--- src/rtl/mem_reinit_pkg.sv ---
// ---------------------------------------------------------------------------
// mem_reinit_pkg : shared FSM state type and skid FIFO depth for mem_dump_reader
// Rev 1.0
// ---------------------------------------------------------------------------
`default_nettype none

package mem_reinit_pkg;

  typedef enum logic [2:0] {
    IDLE  = 3'd0,
    RUN   = 3'd1,
    DRAIN = 3'd2,
    CSUM  = 3'd3,
    DONE  = 3'd4
  } state_t;

  localparam int SKID_DEPTH = 2;

endpackage

`default_nettype wire

--- src/rtl/mem_dump_skid.sv ---
// ---------------------------------------------------------------------------
// mem_dump_skid : 2-entry FIFO whose head register drives the stream outputs
// Rev 1.0
// ---------------------------------------------------------------------------
`default_nettype none

module mem_dump_skid #(
  parameter int W = 4
) (
  input  logic         clk,
  input  logic         reset,
  input  logic         push,
  input  logic [W-1:0] push_data,
  input  logic         push_last,
  input  logic         pop,
  output logic [1:0]   count,
  output logic         valid,
  output logic [W-1:0] data,
  output logic         last
);

  logic [W-1:0] nxt_data;
  logic         nxt_last;

  assign valid = (count != 2'd0);

  // Entry 0 is the head register itself, so the stream outputs come straight off flops.
  always_ff @(posedge clk or negedge reset) begin
    if (!reset) begin
      count    <= 2'd0;
      data     <= '0;
      last     <= 1'b0;
      nxt_data <= '0;
      nxt_last <= 1'b0;
    end else begin
      case ({push, pop})
        2'b10: begin
          if (count == 2'd0) begin
            data <= push_data;
            last <= push_last;
          end else begin
            nxt_data <= push_data;
            nxt_last <= push_last;
          end
          count <= count + 2'd1;
        end
        2'b01: begin
          data  <= nxt_data;
          last  <= nxt_last;
          count <= count - 2'd1;
        end
        2'b11: begin
          if (count == 2'd1) begin
            data <= push_data;
            last <= push_last;
          end else begin
            data     <= nxt_data;
            last     <= nxt_last;
            nxt_data <= push_data;
            nxt_last <= push_last;
          end
        end
        default: ;
      endcase
    end
  end

endmodule

`default_nettype wire

--- src/rtl/mem_dump_reader.sv ---
// ---------------------------------------------------------------------------
// mem_dump_reader : sweeps the attached RAM and streams every word over valid/ready.
// Optional trailing XOR checksum beat when MEM_DUMP_READER_CHECKSUM_EN is defined.
// Rev 1.0
// ---------------------------------------------------------------------------
`default_nettype none

module mem_dump_reader
  import mem_reinit_pkg::*;
#(
  parameter int WID_MEM   = 4,
  parameter int DEPTH_MEM = 8192,
  parameter int ADDR_W    = 32
) (
  input  logic               clk,
  input  logic               reset,
  input  logic               start,
  output logic               busy,
  output logic               done,
  output logic [ADDR_W-1:0]  mem_raddr,
  input  logic [WID_MEM-1:0] mem_dout,
  output logic               m_valid,
  input  logic               m_ready,
  output logic [WID_MEM-1:0] m_data,
  output logic               m_last
);

  localparam int            AW        = (DEPTH_MEM > 1) ? $clog2(DEPTH_MEM) : 1;
  localparam logic [AW-1:0] LAST_ADDR = AW'(DEPTH_MEM - 1);

  state_t             state;
  logic [AW-1:0]      addr;
  logic               inflight;
  logic [1:0]         count;
  logic               pop;
  logic               issue;
  logic [2:0]         occ;
  logic               push;
  logic [WID_MEM-1:0] push_data;
  logic               push_last;

  assign pop       = m_valid & m_ready;
  // A beat leaving this cycle frees its slot, which is what sustains one read per cycle.
  assign occ       = 3'(count) + 3'(inflight) - 3'(pop);
  assign issue     = (state == RUN) && (occ < 3'(SKID_DEPTH));
  assign mem_raddr = ADDR_W'(addr);

`ifdef MEM_DUMP_READER_CHECKSUM_EN
  logic [WID_MEM-1:0] csum;
  logic               csum_push;

  // The checksum is final once the last read has landed in the FIFO.
  assign csum_push = (state == DRAIN) && !inflight && ((count < 2'(SKID_DEPTH)) || pop);
  assign push      = inflight | csum_push;
  assign push_data = inflight ? mem_dout : csum;
  assign push_last = csum_push;

  always_ff @(posedge clk or negedge reset) begin
    if (!reset) begin
      csum <= '0;
    end else if (state == IDLE && start) begin
      csum <= '0;
    end else if (inflight) begin
      csum <= csum ^ mem_dout;
    end
  end
`else
  logic inflight_last;

  assign push      = inflight;
  assign push_data = mem_dout;
  assign push_last = inflight_last;

  always_ff @(posedge clk or negedge reset) begin
    if (!reset) begin
      inflight_last <= 1'b0;
    end else begin
      inflight_last <= issue && (addr == LAST_ADDR);
    end
  end
`endif

  always_ff @(posedge clk or negedge reset) begin
    if (!reset) begin
      state    <= IDLE;
      busy     <= 1'b0;
      done     <= 1'b0;
      addr     <= '0;
      inflight <= 1'b0;
    end else begin
      done     <= 1'b0;
      inflight <= issue;
      if (issue) begin
        addr <= (addr == LAST_ADDR) ? '0 : addr + AW'(1);
      end
      case (state)
        IDLE: begin
          if (start) begin
            state <= RUN;
            busy  <= 1'b1;
            addr  <= '0;
          end
        end
        RUN: begin
          if (issue && (addr == LAST_ADDR)) begin
            state <= DRAIN;
          end
        end
        DRAIN: begin
`ifdef MEM_DUMP_READER_CHECKSUM_EN
          if (csum_push) begin
            state <= CSUM;
          end
`else
          if (pop && m_last) begin
            state <= DONE;
            busy  <= 1'b0;
            done  <= 1'b1;
          end
`endif
        end
        CSUM: begin
          if (pop && m_last) begin
            state <= DONE;
            busy  <= 1'b0;
            done  <= 1'b1;
          end
        end
        DONE:    state <= IDLE;
        default: state <= IDLE;
      endcase
    end
  end

  mem_dump_skid #(.W(WID_MEM)) u_skid (
    .clk       (clk),
    .reset     (reset),
    .push      (push),
    .push_data (push_data),
    .push_last (push_last),
    .pop       (pop),
    .count     (count),
    .valid     (m_valid),
    .data      (m_data),
    .last      (m_last)
  );

endmodule

`default_nettype wire
--- config.mk ---
export PLATFORM = sky130hd
export DESIGN_NAME = mem_dump_reader
export DESIGN_NICKNAME = d
export VERILOG_FILES = /design/src/rtl/mem_reinit_pkg.sv /design/src/rtl/mem_dump_skid.sv /design/src/rtl/mem_dump_reader.sv
export SDC_FILE = /design/constraint.sdc
export NUM_CORES = 1
export LEC_CHECK = 0
export CAP_MARGIN = 20
export CELL_PAD_IN_SITES_DETAIL_PLACEMENT = 0
export CELL_PAD_IN_SITES_GLOBAL_PLACEMENT = 1
export CORE_UTILIZATION = 30
export DETAILED_ROUTE_END_ITERATION = 7
export PLACE_DENSITY_LB_ADDON = 0.1
export SLEW_MARGIN = 10
export SYNTH_ARGS = -nofsm -noshare
export SYNTH_HDL_FRONTEND = slang
export SYNTH_SLANG_ARGS = --single-unit
--- constraint.sdc ---
create_clock -name clk -period 3.5 [get_ports clk]
set_clock_uncertainty 0.1 [all_clocks]
set_input_delay 0.7 -clock clk [delete_from_list [all_inputs] [get_ports clk]]
set_output_delay 0.7 -clock clk [all_outputs]
set_load 0.01 [all_outputs]
Figure 1. The metal 3 layer (run 1).
The bar under the picture is 20 um long.
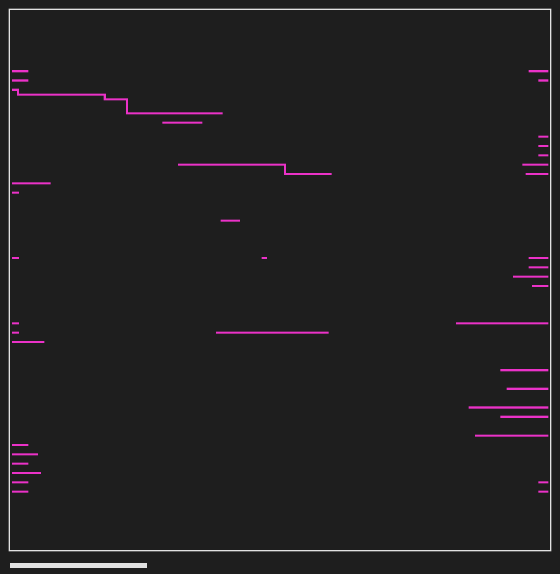
wire length on this layer: 196 um
main direction: horizontal
longest straight run: 16.1 um
nets with wire on the layer: 36
share of all routed wire: 5.8%

Figure 2. Signal wires on met1 (run 1).
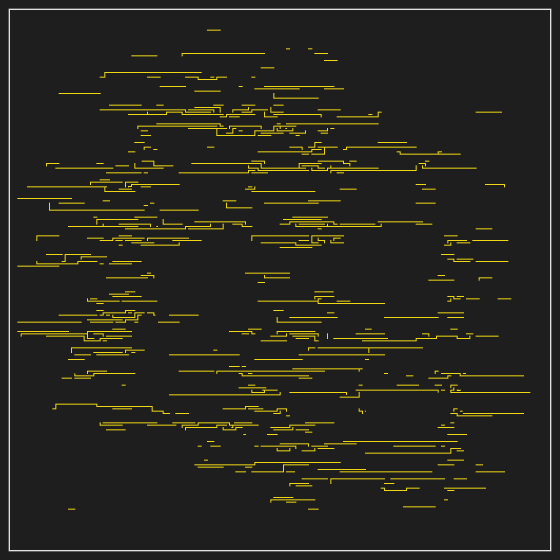
nets with wire on the layer: 178
share of all routed wire: 47%
main direction: horizontal

Figure 3. Placed cells, one color a class (run 1).
Fill, decap, tap and diode cells in gray.
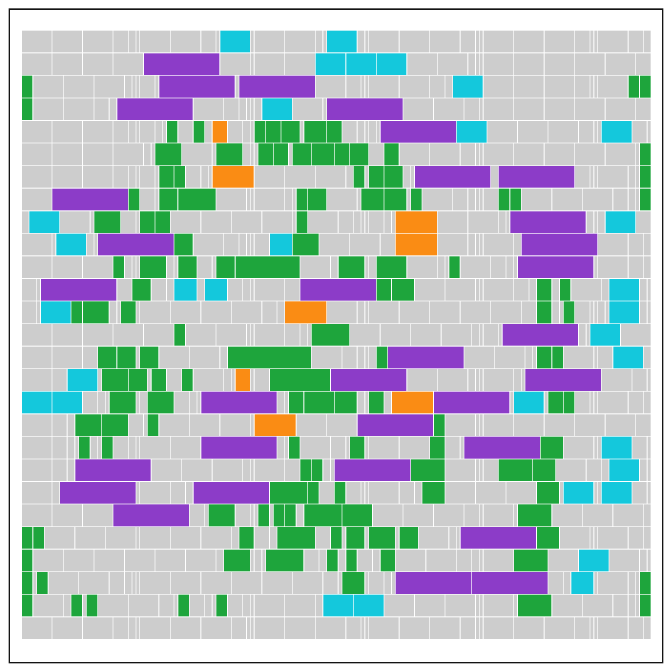
[orange] clock drivers and dummy loads | cells: 8 | share of their area: 4.5%
[cyan] other buffers and delay cells | cells: 32 | share of their area: 15%
[purple] flip-flops | cells: 32 | share of their area: 39%
[green] all other logic | cells: 138 | share of their area: 42%
row count: 27
CORE AREA: 5570 um2
Core Util, Final: 38.9%
Final Cell Area: 2170 um2

Figure 4. Clock wiring as the flow saved it (run 1).
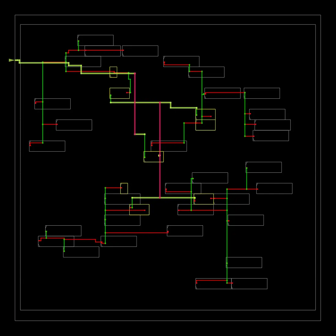
seq_cells: 32
Clk. pwr: 0.000288 W

==> results.toml, run 1 <==
# yosys + openroad results
[outcome]
status = "finished, final reports clean"

[yosys]
yosysMostFrequentCell = "dfrtp_1"
ys_sh_simple_pct = 20.3
area_leaders = "dfrtp_1, buf_4, xor2_1"
aoi_share_pct = 9.52
netlist.area_leader.share_pct = 45.5
synthCells = 172
ff_type = "dfrtp_1"
top_cells_by_count = "dfrtp_1, buf_4, nand2_1, nor2_1, o21ai_0"
synth_area_per_cell_um2 = 10.2
ys_sh_adder_pct = 4.69
netlist_area_um2 = 1760
synth_flop_count = 32
synth-async-reset-ratio_pct = 100
yosysWarnings = 0

[clocking]
cts_max_path_buffers = 2
htree_levels = 2
ctsHoldBuffers = 0

[global_routing]
grt_util_met2_pct = 19.7
grt.busiest_layer = "met2"
antenna_found_initial = 0
grt.met3_usage_pct = 3.49
grt_max_degree = 33
grt_use_total_pct = 12.0

[worst_hold_path]
hold_class = "register to register"
min_path_cells = 2

[place]
port_buffers = 28
dp_slack_ns = 0.0869

[drt]
drt-initial-drc-count = 37
m1WireLength_mm = 1.61
vias = 1280
drt_pass1_iterations = 4
routed.top_layer = "met4"

[worst_setup_path]
endpoint_kind = "register"
critical_path.reg2reg.startpoint = "u_skid.count[1]"
crit_start = "m_ready"
crit_path_cell_trace = "clkdlybuf4s50_1 -> nand2_1 -> nor2_1 -> o21ai_0 -> fa_1 -> and4bb_1 -> nand4_4 -> or4_1 -> a21oi_1"
crit_type = "input pin to register"
cp.depth = 9
critPathMaxStageDelay_ns = 0.52

[sta]
period_used_pct = 89.5
slew_headroom_pct = 49.0
finalHoldViolCount = 0
finalWorstSetupSlack_ns = 0.367
rsz0062_at_grt = "false"
fmax_mhz = 319

[cells_and_area]
inverters_excl_clock = 6
fill_cells = 580
n_all_buffers = 32
lay_top_cells = "dfrtp_1, clkdlybuf4s50_1, conb_1"
nClkBuffers = 6
area_dominant_class = "multi-input combinational cells"
combAreaFraction_pct = 39.3

[floorplanning]
ios = 48
dieWidth_um = 78.6
fp_util_pct = 31.6

[pwr]
power_density_nw_per_um2 = 695
combPwrFrac_pct = 44.8
top_power_group = "combinational logic"

[run]
max_cap_violations = 0
Figure 5. Wire density map (run 1).
The bar under the picture is 20 um long. The die is cut into 16 by 16 equal tiles; dark blue is low, red is high, scaled to the fullest tile. Values are wire area over tile area, all layers added.
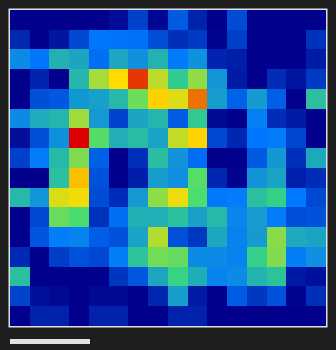

## Run 2: what changed since run 1
SKIP_CTS_REPAIR_TIMING = 1   (was default)
clock period = 2.9 ns   (was 3.5 ns; I/O delays follow)
Figure 6. Wire density map (run 2).
The bar under the picture is 20 um long. The die is cut into 16 by 16 equal tiles; dark blue is low, red is high, scaled to the fullest tile. Values are wire area over tile area, all layers added.
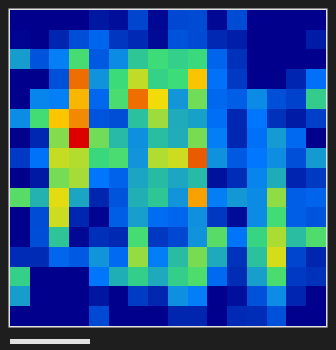
nearly empty tiles: 20%
tiles over half the peak: 16%
mean over tiles: 0.090
emptiest ninth of the die: north-east
fullest tile: 0.35

==> results.toml, run 2 <==
# yosys + openroad results
[yosys]
synth_flop_count = 32
netlist_area_um2 = 1760
yosysWarnings = 0
area_leaders = "dfrtp_1, buf_4, xor2_1"
ys_sh_adder_pct = 4.69
yosysMostFrequentCell = "dfrtp_1"
synthCells = 172
netlist.area_leader.share_pct = 45.5
ff_type = "dfrtp_1"
ys_sh_simple_pct = 20.3
synth_area_per_cell_um2 = 10.2
aoi_share_pct = 9.52

[worst_setup_path]
crit_start = "m_ready"
endpoint_kind = "register"
critical_path.reg2reg.startpoint = "u_skid.count[1]"
cp.depth = 9
crit_path_cell_trace = "clkdlybuf4s50_1 -> nand2_2 -> nor2_2 -> o21ai_1 -> fa_1 -> and4bb_2 -> nand4_4 -> or4_4 -> a21oi_1"

[floorplanning]
dieWidth_um = 78.6
fp_util_pct = 31.6
ios = 48

[drt]
drt-initial-drc-count = 91
vias = 1338
m1WireLength_mm = 1.55
routed.top_layer = "met4"
drt_pass1_iterations = 4

[sta]
period_used_pct = 95.2
fmax_mhz = 362
rsz0062_at_grt = "false"
finalHoldViolCount = 0
slew_headroom_pct = 59.7
finalWorstSetupSlack_ns = 0.138

[global_routing]
grt.met3_usage_pct = 3.60
grt.busiest_layer = "met2"
grt_use_total_pct = 13.0
grt_max_degree = 33
grt_util_met2_pct = 22.7

[pwr]
combPwrFrac_pct = 48.6
top_power_group = "combinational logic"

[cells_and_area]
area_dominant_class = "multi-input combinational cells"
final_area_um2 = 2300
inverters_excl_clock = 6
final_util_pct = 41.3
ff_count = 32
fill_cells = 559
combAreaFraction_pct = 37.9
nClkBuffers = 7

[clocking]
htree_levels = 2
cts_tree = "done"

[place]
dp_slack_ns = -0.239
port_buffers = 28

[outcome]
status = "finished, final reports clean"

[worst_hold_path]
hold_class = "register to register"

[run]
max_cap_violations = 0
Power figures rest on the tool's default switching activity, not on a simulated workload.
